**The metal 1 layer**

The bar under the picture is 50 um long. Supply wires on this layer in gray.
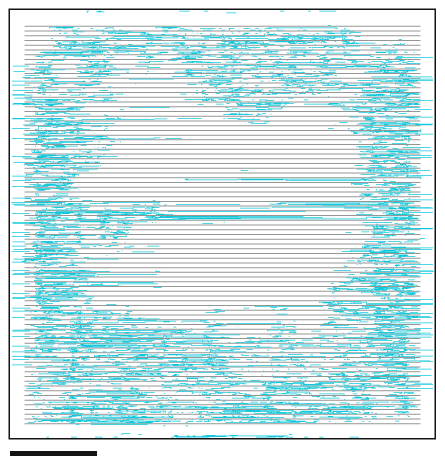
**M2 wires**

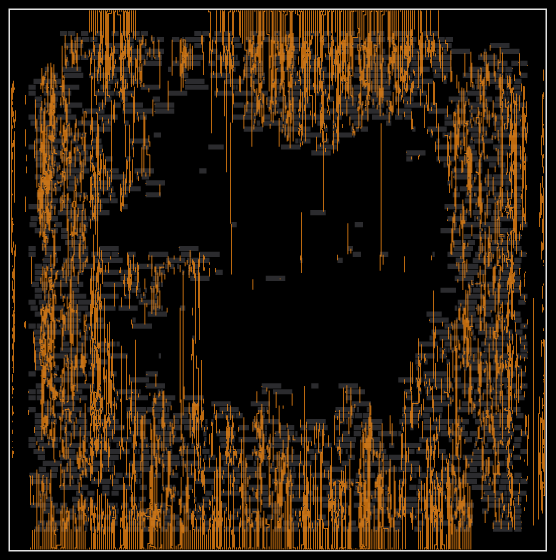
**Met3 routing**

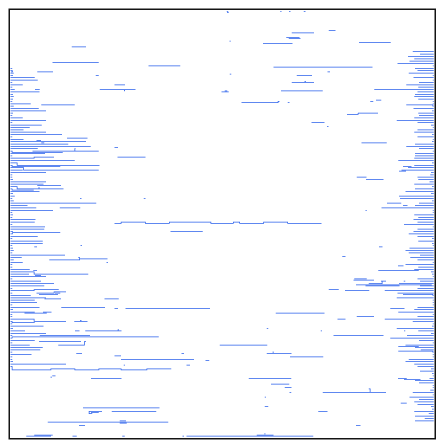
`src/rtl/mem_arb_pkg.sv`:
```
// Shared definitions for the unified I/D RAM port arbiter: FSM state
// encoding, owner codes and per-port access sizes used for bounds checks.
package mem_arb_pkg;

    typedef enum logic [1:0] {
        ST_IDLE  = 2'd0,
        ST_ISSUE = 2'd1,
        ST_WAIT  = 2'd2,
        ST_RESP  = 2'd3
    } state_t;

    typedef enum logic {
        OWN_I = 1'b0,
        OWN_D = 1'b1
    } owner_t;

    localparam int unsigned INSTR_BYTES = 10;
    localparam int unsigned DATA_BYTES  = 8;

    // Highest legal start address for an access of access_bytes bytes.
    function automatic logic [63:0] last_legal_addr(input logic [63:0] mem_bytes,
                                                    input logic [63:0] access_bytes);
        return mem_bytes - access_bytes;
    endfunction

endpackage

```
`src/rtl/mem_arb_pick.sv`:
```
// Combinational grant picker for the I/D RAM arbiter.
// Build option MEM_ARB_RR_EN: when defined, simultaneous requests are
// resolved round-robin using i_prefer_i; otherwise D always beats I and
// the preference input is ignored.
module mem_arb_pick
    import mem_arb_pkg::*;
(
    input  logic i_if_req,
    input  logic i_d_req,
    input  logic i_prefer_i,
    output logic o_grant,
    output logic o_owner_d
);

    assign o_grant = i_if_req | i_d_req;

`ifdef MEM_ARB_RR_EN
    // On a tie, hand the RAM to the port that was not granted last.
    always_comb begin
        o_owner_d = 1'b0;
        if (i_if_req && i_d_req) begin
            o_owner_d = ~i_prefer_i;
        end else begin
            o_owner_d = i_d_req;
        end
    end
`else
    logic w_unused_prefer_i;
    assign w_unused_prefer_i = i_prefer_i;

    // Fixed priority: the memory stage wins any tie.
    always_comb begin
        o_owner_d = i_d_req;
    end
`endif

endmodule

```
`src/rtl/mem_port_arbiter.sv`:
```
// Arbiter sharing one single-ported unified RAM between the fetch stage
// (80-bit instruction reads) and the memory stage (64-bit reads/writes).
// One transaction at a time: IDLE -> ISSUE -> [WAIT] -> RESP -> IDLE.
// Build option MEM_ARB_RR_EN selects round-robin tie-breaking (default:
// fixed D-over-I priority, no pointer state).
module mem_port_arbiter
    import mem_arb_pkg::*;
#(
    parameter int unsigned RAM_LAT   = 1,
    parameter int unsigned MEM_BYTES = 65536
) (
    input  logic        clk,
    input  logic        rst_n,
    input  logic        if_req,
    input  logic [63:0] if_addr,
    output logic        if_ack,
    output logic [79:0] if_instr,
    output logic        if_err,
    input  logic        d_req,
    input  logic        d_we,
    input  logic [63:0] d_addr,
    input  logic [63:0] d_wdata,
    output logic        d_ack,
    output logic [63:0] d_rdata,
    output logic        d_err,
    output logic        ram_read_en,
    output logic        ram_read_instruction,
    output logic        ram_write_en,
    output logic [63:0] ram_addr,
    output logic [63:0] ram_wdata,
    input  logic [63:0] ram_rdata,
    input  logic [79:0] ram_rinstr,
    input  logic        ram_err,
    output logic        busy
);

    localparam logic [63:0] LIM_I    = last_legal_addr(64'(MEM_BYTES), 64'(INSTR_BYTES));
    localparam logic [63:0] LIM_D    = last_legal_addr(64'(MEM_BYTES), 64'(DATA_BYTES));
    localparam logic [2:0]  CNT_LOAD = 3'(RAM_LAT - 1);

    state_t      r_state;
    owner_t      r_owner;
    logic        r_we;
    logic        r_bounds_err;
    logic [2:0]  r_cnt;
    logic        r_if_ack;
    logic [79:0] r_if_instr;
    logic        r_if_err;
    logic        r_d_ack;
    logic [63:0] r_d_rdata;
    logic        r_d_err;
    logic        r_ram_read_en;
    logic        r_ram_read_instr;
    logic        r_ram_write_en;
    logic [63:0] r_ram_addr;
    logic [63:0] r_ram_wdata;
    logic        r_prefer_i;

    logic        w_grant;
    logic        w_pick_d;
    logic        w_is_wr;
    logic        w_oob;
    logic [63:0] w_req_addr;
    logic        w_enter_resp;

`ifdef MEM_ARB_RR_EN
    // Remember who was granted last so the next tie goes the other way.
    always_ff @(posedge clk or negedge rst_n) begin
        if (!rst_n) begin
            r_prefer_i <= 1'b0;
        end else if (r_state == ST_IDLE && w_grant) begin
            r_prefer_i <= w_pick_d;
        end
    end
`else
    // No pointer in fixed-priority builds.
    assign r_prefer_i = 1'b0;
`endif

    mem_arb_pick u_pick (
        .i_if_req   (if_req),
        .i_d_req    (d_req),
        .i_prefer_i (r_prefer_i),
        .o_grant    (w_grant),
        .o_owner_d  (w_pick_d)
    );

    // Request decode: address, direction and bounds check for the winner.
    // Comparisons are full 64-bit so huge addresses cannot wrap into range.
    assign w_req_addr = w_pick_d ? d_addr : if_addr;
    assign w_is_wr    = w_pick_d & d_we;
    assign w_oob      = w_pick_d ? (d_addr > LIM_D) : (if_addr > LIM_I);

    // RAM data is sampled on the edge that enters RESP.
    assign w_enter_resp = ((r_state == ST_ISSUE) && (RAM_LAT == 1)) ||
                          ((r_state == ST_WAIT)  && (r_cnt == 3'd1));

    // Main FSM with registered strobes and per-port responses.
    always_ff @(posedge clk or negedge rst_n) begin
        if (!rst_n) begin
            r_state          <= ST_IDLE;
            r_owner          <= OWN_D;
            r_we             <= 1'b0;
            r_bounds_err     <= 1'b0;
            r_cnt            <= 3'd0;
            r_if_ack         <= 1'b0;
            r_if_instr       <= '0;
            r_if_err         <= 1'b0;
            r_d_ack          <= 1'b0;
            r_d_rdata        <= '0;
            r_d_err          <= 1'b0;
            r_ram_read_en    <= 1'b0;
            r_ram_read_instr <= 1'b0;
            r_ram_write_en   <= 1'b0;
            r_ram_addr       <= '0;
            r_ram_wdata      <= '0;
        end else begin
            r_if_ack <= 1'b0;
            r_d_ack  <= 1'b0;

            case (r_state)
                ST_IDLE: begin
                    if (w_grant) begin
                        r_owner      <= w_pick_d ? OWN_D : OWN_I;
                        r_we         <= w_is_wr;
                        r_bounds_err <= w_oob;
                        r_state      <= ST_ISSUE;
                        // Out-of-range accesses never touch the RAM.
                        if (!w_oob) begin
                            r_ram_read_en    <= ~w_is_wr;
                            r_ram_read_instr <= ~w_pick_d;
                            r_ram_write_en   <= w_is_wr;
                            r_ram_addr       <= w_req_addr;
                            r_ram_wdata      <= w_is_wr ? d_wdata : 64'd0;
                        end
                    end
                end
                ST_ISSUE: begin
                    r_ram_read_en    <= 1'b0;
                    r_ram_read_instr <= 1'b0;
                    r_ram_write_en   <= 1'b0;
                    r_ram_addr       <= '0;
                    r_ram_wdata      <= '0;
                    r_cnt            <= CNT_LOAD;
                    r_state          <= (RAM_LAT == 1) ? ST_RESP : ST_WAIT;
                end
                ST_WAIT: begin
                    r_cnt <= r_cnt - 3'd1;
                    if (r_cnt == 3'd1) begin
                        r_state <= ST_RESP;
                    end
                end
                ST_RESP: begin
                    r_state <= ST_IDLE;
                end
                default: begin
                    r_state <= ST_IDLE;
                end
            endcase

            if (w_enter_resp) begin
                if (r_owner == OWN_I) begin
                    r_if_ack   <= 1'b1;
                    r_if_instr <= r_bounds_err ? 80'd0 : ram_rinstr;
                    r_if_err   <= r_bounds_err | ram_err;
                end else begin
                    r_d_ack   <= 1'b1;
                    r_d_rdata <= (r_bounds_err || r_we) ? 64'd0 : ram_rdata;
                    r_d_err   <= r_bounds_err | ram_err;
                end
            end
        end
    end

    assign if_ack               = r_if_ack;
    assign if_instr             = r_if_instr;
    assign if_err               = r_if_err;
    assign d_ack                = r_d_ack;
    assign d_rdata              = r_d_rdata;
    assign d_err                = r_d_err;
    assign ram_read_en          = r_ram_read_en;
    assign ram_read_instruction = r_ram_read_instr;
    assign ram_write_en         = r_ram_write_en;
    assign ram_addr             = r_ram_addr;
    assign ram_wdata            = r_ram_wdata;
    assign busy                 = (r_state != ST_IDLE);

endmodule
```
`config.mk`:
```
export PLATFORM = sky130hd
export DESIGN_NAME = mem_port_arbiter
export DESIGN_NICKNAME = d
export VERILOG_FILES = /design/src/rtl/mem_arb_pkg.sv /design/src/rtl/mem_arb_pick.sv /design/src/rtl/mem_port_arbiter.sv
export SDC_FILE = /design/constraint.sdc
export NUM_CORES = 1
export LEC_CHECK = 0
export ABC_AREA = 1
export CAP_MARGIN = 25
export CORE_AREA = 8 8 236 238
export CTS_CLUSTER_DIAMETER = 30
export DETAILED_ROUTE_END_ITERATION = 7
export DIE_AREA = 0 0 244 246
export SLEW_MARGIN = 20
export SYNTH_ARGS = -nofsm -noshare
export SYNTH_HDL_FRONTEND = slang
export SYNTH_HIERARCHICAL = 1
export SYNTH_SLANG_ARGS = --single-unit
```
`constraint.sdc`:
```
create_clock -name clk -period 3.2 [get_ports clk]
set_input_delay 0.64 -clock clk [delete_from_list [all_inputs] [get_ports clk]]
set_output_delay 0.64 -clock clk [all_outputs]
set_load 0.02 [all_outputs]
```
==> impl_metrics.json <==
{
  "setup.worst_path.class": "flip-flop to output port",
  "crit_path_start_kind": "flip-flop",
  "r2r-end": "if_instr[37]",
  "ant_nets": 0,
  "root_buffer": "clkbuf_16",
  "worst_path_max_delay_cell": "clkdlybuf4s50_1",
  "dr.pass1.iters": 5,
  "cp-endpoint": "busy",
  "clock_latency_ps": 590,
  "warnings": 30,
  "hold_class": "input port to asynchronous set/reset pin",
  "drt-initial-drc-count": 521,
  "fp_nets": 1743,
  "post-route-period-util_pct": 84.1,
  "largest_reg_flops": 80,
  "gp_congestion": 0.839,
  "worstRegToRegCells": 10,
  "syn_inst": 1395,
  "r2r-start": "r_state[1]",
  "h-tree-depth": 3,
  "finalSetupViolations": 0,
  "end_kind": "output port",
  "overflow": 0,
  "finalMaxSlewViolations": 0,
  "cts_tree": "yes",
  "worstPathArrival_ps": 2050,
  "cts_buffer_depth": 3,
  "grt_pass1_wl_um": 79100,
  "max_stage_delay_ps": 670,
  "dpl.hpwl_um": 38500,
  "setup_ws_ps": 509,
  "postCtsSetupBuffers": 0,
  "status": "complete, no violations",
  "final_cell_mix": "clkdlybuf4s50_1, nand2_1, dfrtp_1, nand3_1, nor2_1",
  "grt_usage_pct": 16.7,
  "cts-buffers-inserted": 76,
  "portBuffers": 621,
  "crit_required_ps": 2560,
  "finalInstanceArea_um2": 22300,
  "whs_ps": 61.3,
  "route.detailed.drc": 0,
  "routed_via_density": 4.52,
  "slew_headroom_pct": 44.5,
  "path_depth": 4,
  "cp_max_fo": 4,
  "die_h_um": 246,
  "clk_pin_slew_ps": 40,
  "utilization_pct": 42.8,
  "diodes": 0
}
Back to the opening pictures, 'the metal 1 layer':
nets with wire on the layer: 2131
wire length on this layer: 21.4 mm
share of all routed wire: 41%
longest straight run: 108 um
main direction: horizontal
WL final: 52400 um
vias post-DR: 12.5k
met1 usage: 20.2%

Back to the opening pictures, 'M2 wires':
wire length on this layer: 24.9 mm
longest straight run: 104 um
main direction: vertical
share of all routed wire: 47%
GR Layer Usage met2: 27.0%

Back to the opening pictures, 'met3 routing':
share of all routed wire: 9.0%
longest straight run: 84.2 um
nets with wire on the layer: 349
met3 usage: 6.16%

-- cell type report --
cell class / count / area, um2
Tap cell: 688 / 861
Clock inverter: 38 / 532
Multi-Input combinational cell: 930 / 4620
Inverter: 67 / 254
Fill cell: 5027 / 29800
Clock buffer: 100 / 2190
Sequential cell: 287 / 7180
Timing Repair Buffer: 651 / 6620
-- metal layers --
metal	global-route usage, %	up-vias	part of all wire (%)
met4	6.48	0	2.7
met5	0	-	0
met1	20.2	5987	41
met3	6.16	75	9.0
li1	-	5898	-
met2	27.0	521	47
-- power by group --
| part | internal, uW | switching, uW |
|---|---|---|
| logic | 2900 | 4500 |
| registers | 4640 | 551 |
| clock network | 5680 | 2280 |
No activity file was given, so power comes from the tool's default toggle rates.
